### Clock routing

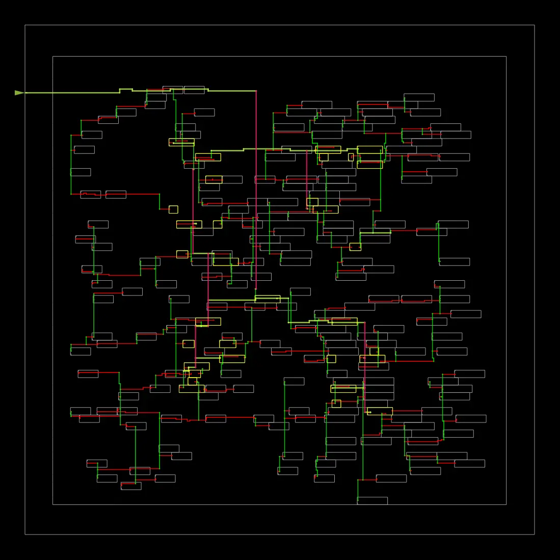
### Close-up of the layout

Window x 21 to 71, y 114 to 164 um. Cells in grey, sequential cells in the stronger grey; small squares are vias.
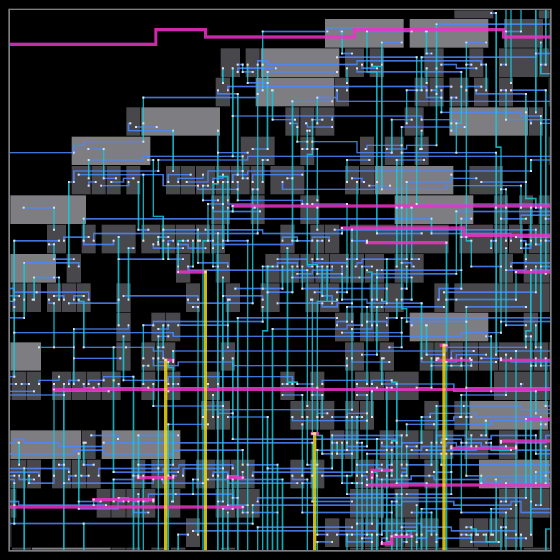
### PDN straps and rails

Pins as bars on the die edge.
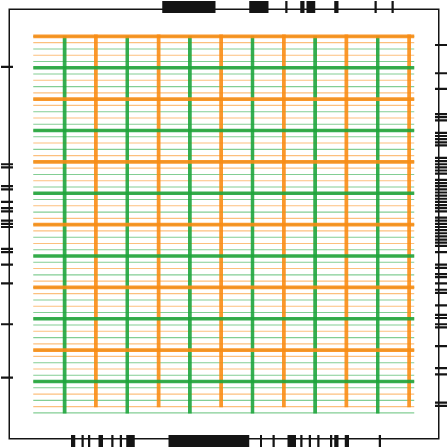
### Gate families picked out

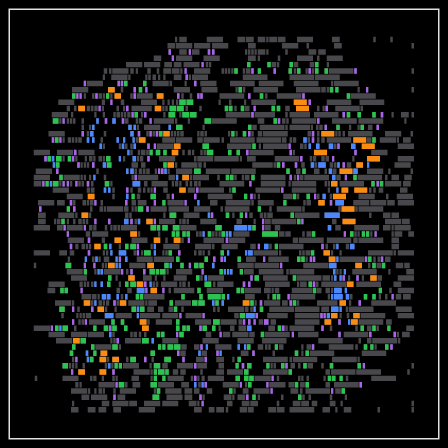
==> src/rtl/cp0_intc.sv <==
// cp0_intc: MIPS coprocessor 0 with interrupt gating and a nested-exception stack.
//
// Holds Status, Cause, EPC (top of a NEST_DEPTH-deep IE/EPC stack), Count and
// Compare. Services mfc0 (combinational read) and mtc0 (registered write),
// samples the irq lines into Cause.IP and raises int_req when an enabled
// interrupt is pending.
//
// Ports
//   clk, rst        : clock, synchronous active-high reset
//   mfc0, rd_addr   : read enable and CP0 register number -> rdata
//   mtc0, wdata     : write wdata to register rd_addr
//   pc              : PC saved on exception
//   exception,
//   exc_code        : take an exception this cycle with the given ExcCode
//   eret            : return from exception (pops one stack level)
//   irq             : level-sensitive external interrupt lines
//   status          : current Status register
//   exc_addr        : top-of-stack EPC + 4
//   int_req         : an enabled interrupt is pending
//   nest_overflow   : sticky, set when a push occurs with the stack full
module cp0_intc #(
  parameter int NUM_IRQ    = 5,
  parameter int NEST_DEPTH = 3
) (
  input  logic               clk,
  input  logic               rst,
  input  logic               mfc0,
  input  logic               mtc0,
  input  logic [4:0]         rd_addr,
  input  logic [31:0]        wdata,
  input  logic [31:0]        pc,
  input  logic               exception,
  input  logic [4:0]         exc_code,
  input  logic               eret,
  input  logic [NUM_IRQ-1:0] irq,
  output logic [31:0]        rdata,
  output logic [31:0]        status,
  output logic [31:0]        exc_addr,
  output logic               int_req,
  output logic               nest_overflow
);

  localparam int DW = $clog2(NEST_DEPTH + 1);
  localparam logic [DW-1:0] FULL = DW'(NEST_DEPTH);
  localparam logic [DW-1:0] ONE  = DW'(1);

  localparam logic [4:0] A_COUNT   = 5'd9;
  localparam logic [4:0] A_COMPARE = 5'd11;
  localparam logic [4:0] A_STATUS  = 5'd12;
  localparam logic [4:0] A_CAUSE   = 5'd13;
  localparam logic [4:0] A_EPC     = 5'd14;

  logic               ie;
  logic [7:0]         im;
  logic [4:0]         code_q;
  logic [1:0]         sw_ip;
  logic [NUM_IRQ-1:0] hw_ip;
  logic               ti;
  logic [31:0]        count, compare;
  logic [31:0]        epc_stk [NEST_DEPTH];
  logic               ie_stk  [NEST_DEPTH];
  logic [DW-1:0]      depth;

  logic [7:0]  ip;
  logic [31:0] cause;

  // IP[1:0] software, IP[2 +: NUM_IRQ] hardware lines, IP[7] timer.
  always_comb begin
    ip               = '0;
    ip[1:0]          = sw_ip;
    ip[2 +: NUM_IRQ] = hw_ip;
    ip[7]            = ti;
  end

  assign cause    = {16'h0, ip, 1'b0, code_q, 2'b00};
  assign status   = {16'h0, im, 7'h0, ie};
  assign exc_addr = epc_stk[0] + 32'd4;
  assign int_req  = ie & (|(ip & im));

  always_comb begin
    rdata = '0;
    if (mfc0) begin
      unique case (rd_addr)
        A_COUNT:   rdata = count;
        A_COMPARE: rdata = compare;
        A_STATUS:  rdata = status;
        A_CAUSE:   rdata = cause;
        A_EPC:     rdata = epc_stk[0];
        default:   rdata = '0;
      endcase
    end
  end

  logic wr_cnt, wr_cmp, wr_sts, wr_cau, wr_epc, do_pop;
  assign wr_cnt = mtc0 && (rd_addr == A_COUNT);
  assign wr_cmp = mtc0 && (rd_addr == A_COMPARE);
  assign wr_sts = mtc0 && (rd_addr == A_STATUS);
  assign wr_cau = mtc0 && (rd_addr == A_CAUSE);
  assign wr_epc = mtc0 && (rd_addr == A_EPC);
  assign do_pop = eret && !exception && (depth != '0);

  always_ff @(posedge clk) begin
    if (rst) begin
      ie            <= 1'b0;
      im            <= '0;
      code_q        <= '0;
      sw_ip         <= '0;
      hw_ip         <= '0;
      ti            <= 1'b0;
      count         <= '0;
      compare       <= 32'hFFFF_FFFF;
      depth         <= '0;
      nest_overflow <= 1'b0;
      for (int i = 0; i < NEST_DEPTH; i++) begin
        epc_stk[i] <= '0;
        ie_stk[i]  <= 1'b0;
      end
    end else begin
      hw_ip <= irq;

      // Count/Compare writes are independent of exception/eret.
      count <= wr_cnt ? wdata : count + 32'd1;
      if (wr_cmp) compare <= wdata;
      if (wr_cmp)                  ti <= 1'b0;
      else if (count == compare)   ti <= 1'b1;

      if (exception) begin
        // Push: index 0 is the top; the oldest entry falls off the bottom.
        for (int i = 1; i < NEST_DEPTH; i++) begin
          epc_stk[i] <= epc_stk[i-1];
          ie_stk[i]  <= ie_stk[i-1];
        end
        epc_stk[0] <= pc;
        ie_stk[0]  <= ie;
        ie         <= 1'b0;
        code_q     <= exc_code;
        if (depth == FULL) nest_overflow <= 1'b1;
        else               depth <= depth + ONE;
      end else if (do_pop) begin
        ie <= ie_stk[0];
        for (int i = 0; i < NEST_DEPTH - 1; i++) begin
          epc_stk[i] <= epc_stk[i+1];
          ie_stk[i]  <= ie_stk[i+1];
        end
        epc_stk[NEST_DEPTH-1] <= '0;
        ie_stk[NEST_DEPTH-1]  <= 1'b0;
        // An EPC written while the stack was empty can sit below the only
        // entry; emptying the stack must still leave EPC at 0.
        if (depth == ONE) epc_stk[0] <= '0;
        depth <= depth - ONE;
      end else if (!eret) begin
        if (wr_sts) begin
          ie <= wdata[0];
          im <= wdata[15:8];
        end
        if (wr_cau) sw_ip <= wdata[9:8];
        if (wr_epc) epc_stk[0] <= wdata;
      end
    end
  end

endmodule

==> config.mk <==
export PLATFORM = sky130hd
export DESIGN_NAME = cp0_intc
export DESIGN_NICKNAME = d
export VERILOG_FILES = /design/src/rtl/cp0_intc.sv
export SDC_FILE = /design/constraint.sdc
export NUM_CORES = 1
export LEC_CHECK = 0
export ABC_AREA = 1
export CAP_MARGIN = 20
export CORE_MARGIN = 10
export CORE_UTILIZATION = 40
export DETAILED_ROUTE_END_ITERATION = 12
export SYNTH_ARGS = -nofsm -noshare
export SYNTH_HDL_FRONTEND = slang
export SYNTH_SLANG_ARGS = --single-unit
==> constraint.sdc <==
create_clock -name clk -period 2.8 [get_ports clk]
set_clock_uncertainty 0.15 [all_clocks]
set_input_delay 0.28 -clock clk [delete_from_list [all_inputs] [get_ports clk]]
set_output_delay 0.28 -clock clk [all_outputs]
set_load 0.1 [all_outputs]
==> Table 3: Implementation characteristics <==
Implementation parameters

Parameter                              Value

Yosys
  Fraction of the yosys area taken by sequential cells    43.39%
  Average size of a mapped cell    7.325 um2
  Total of warnings raised by yosys    0
  Aoi/oai-family share of the synthesized area    13.09%
  Yosys stat area    0.01096 mm2
  Post-synth cell types    44

Critical path
  Kind of end point of the critical path    output pin
  Number of cells traversed by the worst register-to-register path    9
  Crit path max-delay cell type    edfxtp_1
  Critical Path Source Type    flip-flop
  Worst endpoint data arrival time    2.26 ns
  Cell family with most CP delay    simple AND/OR/NAND/NOR gates

Cells and area
  Inserted Diodes    1
  Clock network area share    4.101%
  Final instance area    0.01416 mm2
  Area overhead of the layout relative to synthesis    29.18%
  Top library cells by usage in the layout, fill and taps aside    nand2_1 (423), inv_1 (201), o21ai_0 (109)
  MI comb area    0.005226 mm2

Placement
  Inst Count DP    1958
  IO buf count    159

Final timing
  Final-report setup violation count    0
  Number of failing hold endpoints at the final stage    0
  Final Max Tran Viols    0
  Highest clock rate    371.1 MHz
  Summed negative setup slack over all endpoints    0 ns
  Max_slew headroom    45.73%

Global routing
  Largest net degree at the start of global routing    76
  First-pass GRT wire length    58.79 mm
  Total congestion overflow    0

CTS
  CTS Sinks    188
  Clock tree root buffer cell    clkbuf_16
  # resized after CTS    5
  H-tree levels    4
  Hold buffers post-CTS    0

Floorplanning
  Fp util    40.66%
  Die area    0.03442 mm2

Pwr
  Overall power    7.244 mW
  Leakage power total    6.031 nW

Run status
  Run status    complete, no violations

Job
  # Max-Cap Violations    0

Drt
  DRC errors left    0
Notes on 'Clock routing' above:
number of flip-flops and latches: 188
Clock net power: 2.45 mW

Notes on 'Close-up of the layout' above:
- yellow: met4
- blue: met1
- cyan: met2
- magenta: met3
- sequential cells in the window: 16
- cells with their middle in the window: 200
- netlist names of flops here include: `count` (9), `compare` (7)
- most frequent: nand2_1 (75), inv_1 (32), nand3_1 (21)

Notes on 'PDN straps and rails' above:
- green: VSS
- orange: VDD
- met4 straps: 12
- met1 rails: 61
- met5 straps: 12

Notes on 'Gate families picked out' above:
- purple: inverters (cells 216; where all over the die)
- green: inverting AOI/OAI gates (cells 257)
- blue: NOR gates (cells 130)
- orange: XOR/XNOR gates (cells 63)

## state kept, by name, indices dropped and copies added (netlist names), 2 cells and up
signal and flops:
sw_ip 2, hw_ip 5, ie_stk 3, count 32, epc_stk 96, im 8
code_q 5, depth 2, compare 32
## worst paths after layout
path            startpoint              to  slack, ns
min reg2reg       sw_ip[1]        sw_ip[1]       0.33
max reg2reg       depth[0]  epc_stk[0][10]       0.51
max          epc_stk[0][3]    exc_addr[28]       0.11
min                 irq[1]        hw_ip[1]       0.20
## synth_stat cells, drive strengths merged
cell | n | area share, %
o31ai | 1 | 0.069
and3 | 2 | 0.11
o221ai | 13 | 1.0
a41oi | 1 | 0.080
a22oi | 3 | 0.21
ha | 5 | 0.57
conb | 1 | 0.034
clkbuf | 35 | 1.2
nand3 | 76 | 3.5
o21ai | 125 | 5.7
o22ai | 19 | 1.1
nand4 | 9 | 0.57
or2 | 4 | 0.23
a31oi | 1 | 0.057
nor3b | 1 | 0.11
a21oi | 75 | 3.4
o211ai | 11 | 0.75
dfxtp | 89 | 16
o21bai | 6 | 0.41
xor2 | 39 | 3.1
clkinv | 1 | 0.034
xnor2 | 24 | 1.9
nor2 | 102 | 3.7
nor4 | 1 | 0.057
inv | 215 | 7.4
edfxtp | 99 | 27
a211oi | 2 | 0.25
buf | 52 | 3.2
nor3 | 26 | 1.4
nand2 | 458 | 16
## report_power, final
part | internal, mW | switching [mW]
registers | 3.09 | 0.108
clock network | 1.20 | 1.25
logic | 0.457 | 1.14
total | 4.75 | 2.50
## layer usage
layer | wire length [um] | GRT usage [%]
met4 | 590 | 5.299
met5 | 0 | 0
met1 | 17200 | 30.63
met2 | 18540 | 37.00
met3 | 2951 | 3.587
Power is estimated from default activity; no workload was simulated.
